==> images/sizing.png <==
Drawn at 4 px/µm.
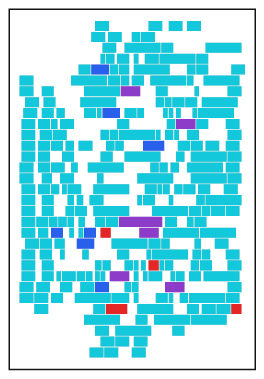
==> images/port_trees.png <==
Drawn at 4 px/µm.
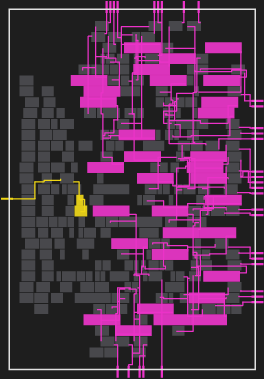
<file path="src/rtl/hazard_stall_unit_pkg.sv">
// Shared types and constants for the decode-stage hazard/stall unit.
package hazard_stall_unit_pkg;

  typedef enum logic [1:0] {
    ST_RUN  = 2'b00,
    ST_HOLD = 2'b01,
    ST_HALT = 2'b10
  } state_e;

  localparam int REG_ZERO = 0;

  localparam logic [1:0] NEED_NONE = 2'd0;
  localparam logic [1:0] NEED_ONE  = 2'd1;
  localparam logic [1:0] NEED_TWO  = 2'd2;

endpackage

</file>
<file path="src/rtl/hazard_stall_unit_match.sv">
// Combinational decode of stall need (0/1/2 cycles) and halt request for the ID instruction.
module hazard_match
  import hazard_stall_unit_pkg::*;
#(
  parameter int NB_REG_ADDR = 5
) (
  input  logic [NB_REG_ADDR-1:0] i_rs_id,
  input  logic [NB_REG_ADDR-1:0] i_rt_id,
  input  logic                   i_use_rs_id,
  input  logic                   i_use_rt_id,
  input  logic                   i_resolve_id,
  input  logic [NB_REG_ADDR-1:0] i_rd_ex,
  input  logic                   i_we_ex,
  input  logic                   i_memread_ex,
  input  logic [NB_REG_ADDR-1:0] i_rd_mem,
  input  logic                   i_memread_mem,
  input  logic                   i_flush,
  input  logic                   i_halt_id,
  output logic [1:0]             o_need,
  output logic                   o_halt
);

  logic rs_nz, rt_nz;
  logic mex_rs, mex_rt, mmem_rs, mmem_rt;
  logic load_ex, load_mem;

  assign rs_nz   = (i_rs_id != NB_REG_ADDR'(REG_ZERO));
  assign rt_nz   = (i_rt_id != NB_REG_ADDR'(REG_ZERO));
  assign mex_rs  = i_use_rs_id & rs_nz & (i_rs_id == i_rd_ex) & i_we_ex;
  assign mex_rt  = i_use_rt_id & rt_nz & (i_rt_id == i_rd_ex) & i_we_ex;
  assign mmem_rs = i_use_rs_id & rs_nz & (i_rs_id == i_rd_mem) & i_memread_mem;
  assign mmem_rt = i_use_rt_id & rt_nz & (i_rt_id == i_rd_mem) & i_memread_mem;

  assign load_ex  = (mex_rs | mex_rt) & i_memread_ex;
  assign load_mem = mmem_rs | mmem_rt;

  // A squashed instruction can neither stall nor halt; halt outranks hazards.
  always_comb begin
    o_need = NEED_NONE;
    o_halt = 1'b0;
    if (!i_flush) begin
      if (i_halt_id)                     o_halt = 1'b1;
      else if (i_resolve_id && load_ex)  o_need = NEED_TWO;
      else if (load_ex)                  o_need = NEED_ONE;
      else if (i_resolve_id && load_mem) o_need = NEED_ONE;
    end
  end

endmodule

</file>
<file path="src/rtl/hazard_stall_unit.sv">
// Load-use stall sequencer with debug halt freeze and saturating stall counter.
module hazard_stall_unit
  import hazard_stall_unit_pkg::*;
#(
  parameter int NB_REG_ADDR = 5,
  parameter int NB_CNT      = 32
) (
  input  logic                   i_clock,
  input  logic                   i_reset,
  input  logic                   i_valid,
  input  logic [NB_REG_ADDR-1:0] i_rs_id,
  input  logic [NB_REG_ADDR-1:0] i_rt_id,
  input  logic                   i_use_rs_id,
  input  logic                   i_use_rt_id,
  input  logic                   i_resolve_id,
  input  logic [NB_REG_ADDR-1:0] i_rd_ex,
  input  logic                   i_we_ex,
  input  logic                   i_memread_ex,
  input  logic [NB_REG_ADDR-1:0] i_rd_mem,
  input  logic                   i_memread_mem,
  input  logic                   i_flush,
  input  logic                   i_halt_id,
  input  logic                   i_resume,
  output logic                   o_pc_write,
  output logic                   o_ifid_write,
  output logic                   o_idex_bubble,
  output logic                   o_halted,
  output logic [NB_CNT-1:0]      o_stall_count
);

  state_e            state_q, state_d;
  logic [NB_CNT-1:0] count_q, count_d;
  logic [1:0]        need;
  logic              halt_req;
  logic              stall;

  hazard_match #(.NB_REG_ADDR(NB_REG_ADDR)) u_match (
    .i_rs_id       (i_rs_id),
    .i_rt_id       (i_rt_id),
    .i_use_rs_id   (i_use_rs_id),
    .i_use_rt_id   (i_use_rt_id),
    .i_resolve_id  (i_resolve_id),
    .i_rd_ex       (i_rd_ex),
    .i_we_ex       (i_we_ex),
    .i_memread_ex  (i_memread_ex),
    .i_rd_mem      (i_rd_mem),
    .i_memread_mem (i_memread_mem),
    .i_flush       (i_flush),
    .i_halt_id     (i_halt_id),
    .o_need        (need),
    .o_halt        (halt_req)
  );

  always_comb begin
    state_d       = state_q;
    o_pc_write    = 1'b1;
    o_ifid_write  = 1'b1;
    o_idex_bubble = 1'b0;
    stall         = 1'b0;
    if (!i_valid) begin
      o_pc_write   = 1'b0;
      o_ifid_write = 1'b0;
    end else begin
      unique case (state_q)
        ST_RUN: begin
          if (halt_req) begin
            o_pc_write   = 1'b0;
            o_ifid_write = 1'b0;
            state_d      = ST_HALT;
          end else if (need != NEED_NONE) begin
            stall = 1'b1;
            if (need == NEED_TWO) state_d = ST_HOLD;
          end
        end
        // Second stall cycle is owed regardless of operands, unless the consumer is squashed.
        ST_HOLD: begin
          stall   = !i_flush;
          state_d = ST_RUN;
        end
        ST_HALT: begin
          o_pc_write    = 1'b0;
          o_ifid_write  = 1'b0;
          o_idex_bubble = 1'b1;
          if (i_resume) state_d = ST_RUN;
        end
        default: state_d = ST_RUN;
      endcase
      if (stall) begin
        o_pc_write    = 1'b0;
        o_ifid_write  = 1'b0;
        o_idex_bubble = 1'b1;
      end
    end
  end

  assign o_halted      = (state_q == ST_HALT);
  assign o_stall_count = count_q;
  assign count_d       = (stall && (count_q != {NB_CNT{1'b1}})) ? count_q + NB_CNT'(1) : count_q;

  always_ff @(posedge i_clock or negedge i_reset) begin
    if (!i_reset) begin
      state_q <= ST_RUN;
      count_q <= '0;
    end else begin
      state_q <= state_d;
      count_q <= count_d;
    end
  end

endmodule

</file>
<file path="config.mk">
export PLATFORM = sky130hd
export DESIGN_NAME = hazard_stall_unit
export DESIGN_NICKNAME = d
export VERILOG_FILES = /design/src/rtl/hazard_stall_unit_pkg.sv /design/src/rtl/hazard_stall_unit_match.sv /design/src/rtl/hazard_stall_unit.sv
export SDC_FILE = /design/constraint.sdc
export NUM_CORES = 1
export LEC_CHECK = 0
export CAP_MARGIN = 15
export CORE_ASPECT_RATIO = 1.5
export CORE_MARGIN = 2
export CORE_UTILIZATION = 40
export CTS_BUF_LIST = sky130_fd_sc_hd__clkbuf_8
export DETAILED_ROUTE_END_ITERATION = 8
export HOLD_SLACK_MARGIN = 0.15
export PLACE_DENSITY_LB_ADDON = 0.3
export REMOVE_ABC_BUFFERS = 1
export SLEW_MARGIN = 25
export SYNTH_ARGS = -nofsm -noshare
export SYNTH_HDL_FRONTEND = slang
export SYNTH_SLANG_ARGS = --single-unit
</file>
<file path="constraint.sdc">
create_clock -name i_clock -period 4 [get_ports i_clock]
set_input_delay 0.4 -clock i_clock [delete_from_list [all_inputs] [get_ports i_clock]]
set_output_delay 0.4 -clock i_clock [all_outputs]
set_load 0.01 [all_outputs]
</file>
==> flow_metrics.py <==
# Synthesis and PnR figures
metrics = {
    "global_route": {
        "grt_first_pass_wirelength_mm": 7.403,
    },
    "placed_design": {
        "dp_hpwl_mm": 3.505,
        "postPlaceCellArea_mm2": 0.002693,
        "dp_slack_ns": 0.8416,
        "gp_congestion": 0.8829,
    },
    "floorplan": {
        "die_w_um": 61.13,
        "dieArea_mm2": 0.005482,
        "coreArea_mm2": 0.004771,
        "die_h_um": 89.69,
    },
    "min_path": {
        "hold_depth": 1,
    },
    "synth": {
        "ys_cells": 193,
        "syn_area_mm2": 0.001958,
        "yosysSeqAreaShare_pct": 43.45,
        "synth.distinct_cells": 37,
    },
    "routing": {
        "via_per_inst": 5.209,
    },
    "pwr": {
        "power_density_mw_per_mm2": 267.6,
        "p_int_uw": 585.9,
    },
    "timing": {
        "final.setup_skew_ns": 0.005480,
        "finalWorstSetupSlack_ns": 0.8162,
        "tightestPinTransition_ns": 0.4300,
    },
    "status": {
        "status": "completed",
    },
    "clock_tree": {
        "cts_inserted_buffers": 5,
        "cts_root_buffer": "clkbuf_8",
    },
    "worst_setup_path": {
        "cpMostUsedCell": "clkdlybuf4s50_1",
        "ff2ff_path_depth": 8,
        "cp_data_required_time_ns": 3.60,
        "arrival_ns": 2.78,
        "critPathMaxStageDelay_ns": 0.56,
    },
}
Notes on sizing.png above:
legend:
  x1 and smaller:
    colour: cyan
    cells: 247
    share: 94%
  x6 and larger:
    colour: purple
    cells: 6
    share: 2.3%
  x3 and x4:
    colour: red
    cells: 4
    share: 1.5%
  x2:
    colour: blue
    cells: 7
    share: 2.7%

Notes on port_trees.png above:
legend:
  o_stall_count:
    colour: magenta
    direction: output
    end_cells: 32
    buffers: 32
    wire: 1190 µm
  i_resolve_id:
    colour: yellow
    direction: input
    end_cells: 2
    buffers: 1
    wire: 28.6 µm
I/O Pins: 68
port bufs: 67

worst max path at each step:
stage	endpoint	slack [ns]
2_1_floorplan	o_stall_count[30]	1.63
3_3_place_gp	o_ifid_write	0.88
3_5_place_dp	o_ifid_write	0.84
4_1_cts	o_ifid_write	0.83
5_1_grt	o_pc_write	0.66
6_report	o_ifid_write	0.82
metrics by stage:
stage	cells	hold WS, ns	power (mW)
floorplan	186	0.1044	0.3918
global placement	322	0.4713	0.4565
detailed placement	322	0.4869	0.4565
CTS	330	0.4984	0.7586
global route	330	0.5096	0.7840
finish	330	0.4961	0.7491
worst max-delay path, delay by kind of cell:
kind	cells	cell delay (ns)
and+or+nand+nor	4	0.89
AOI/OAI and AO/OA	2	0.44
buffers and inverters	2	1.05
area by class of cell:
class	count	area (µm²)	share of cell area (%)
repair buffers	70	693.2	24.77
clock buffers	5	68.82	2.459
clock inverters	3	37.54	1.341
multi-input cells	150	1059	37.82
inverters	2	7.507	0.2682
well taps	66	82.58	2.950
flip-flops and latches	34	850.8	30.40
cell families after synthesis:
group,after synthesis,synth area share [%]
adders and majority gates,1,0.6389
and+or+nand+nor,84,24.79
buffers and inverters,9,2.492
DFF,34,43.45
xor gates and xnor gates,51,22.81
AOI/OAI and AO/OA,12,4.536
muxes,2,1.278
Yosys cell counts (all sizes together):
cell type   n
nand3      10
nand2      17
mux2i       1
o2111ai     1
o21ai       5
xor2        6
buf         5
ha          1
a211oi      2
and4        3
a21oi       2
a32o        1
nor2b       3
inv         2
and2        1
nor4        2
or4         2
clkbuf      2
nor3b       3
and3        8
xnor2      45
nor2        8
mux2        1
nand4b      2
dfrtp      34
nand4      21
nor3        4
o21a        1
state kept, by name (all words and copies together) (netlist names):
| signal | flops |
|---|---|
| o_stall_count | 32 |
| state_q | 2 |
cells in the final DEF (no fill, tap or decap), types with 2 or more instances in the layout:
cell	count
clkdlybuf4s50_1	67
xnor2_1	45
dfrtp_1	34
nand4_1	21
nand2_1	17
nand3_1	10
nor2_1	8
and3_1	8
xor2_1	6
clkbuf_8	5
inv_1	4
nor2b_1	3
nor3_1	3
o21ai_0	3
and4_1	3
buf_4	3
or4_1	2
nor4_1	2
nor3b_2	2
power groups by stage:
stage          sequential [mW]  clock, mW  combinational [mW]
3_5_place_dp             0.357          0              0.0993
2_1_floorplan            0.357          0              0.0343
5_1_grt                  0.351      0.326               0.107
3_3_place_gp             0.357          0              0.0995
4_1_cts                  0.351      0.308              0.0997
6_report                 0.351      0.300              0.0984
routing by layer:
metal	part of all wire, %	track usage, %	wire, µm	vias to the layer above
li1	-	-	-	824
met1	38	19.07	1732	820
met2	55	33.17	2486	69
met3	5.0	3.725	227	6
met4	1.9	9.091	87	0
met5	0	0	0	-
Power is estimated from default activity; no workload was simulated.
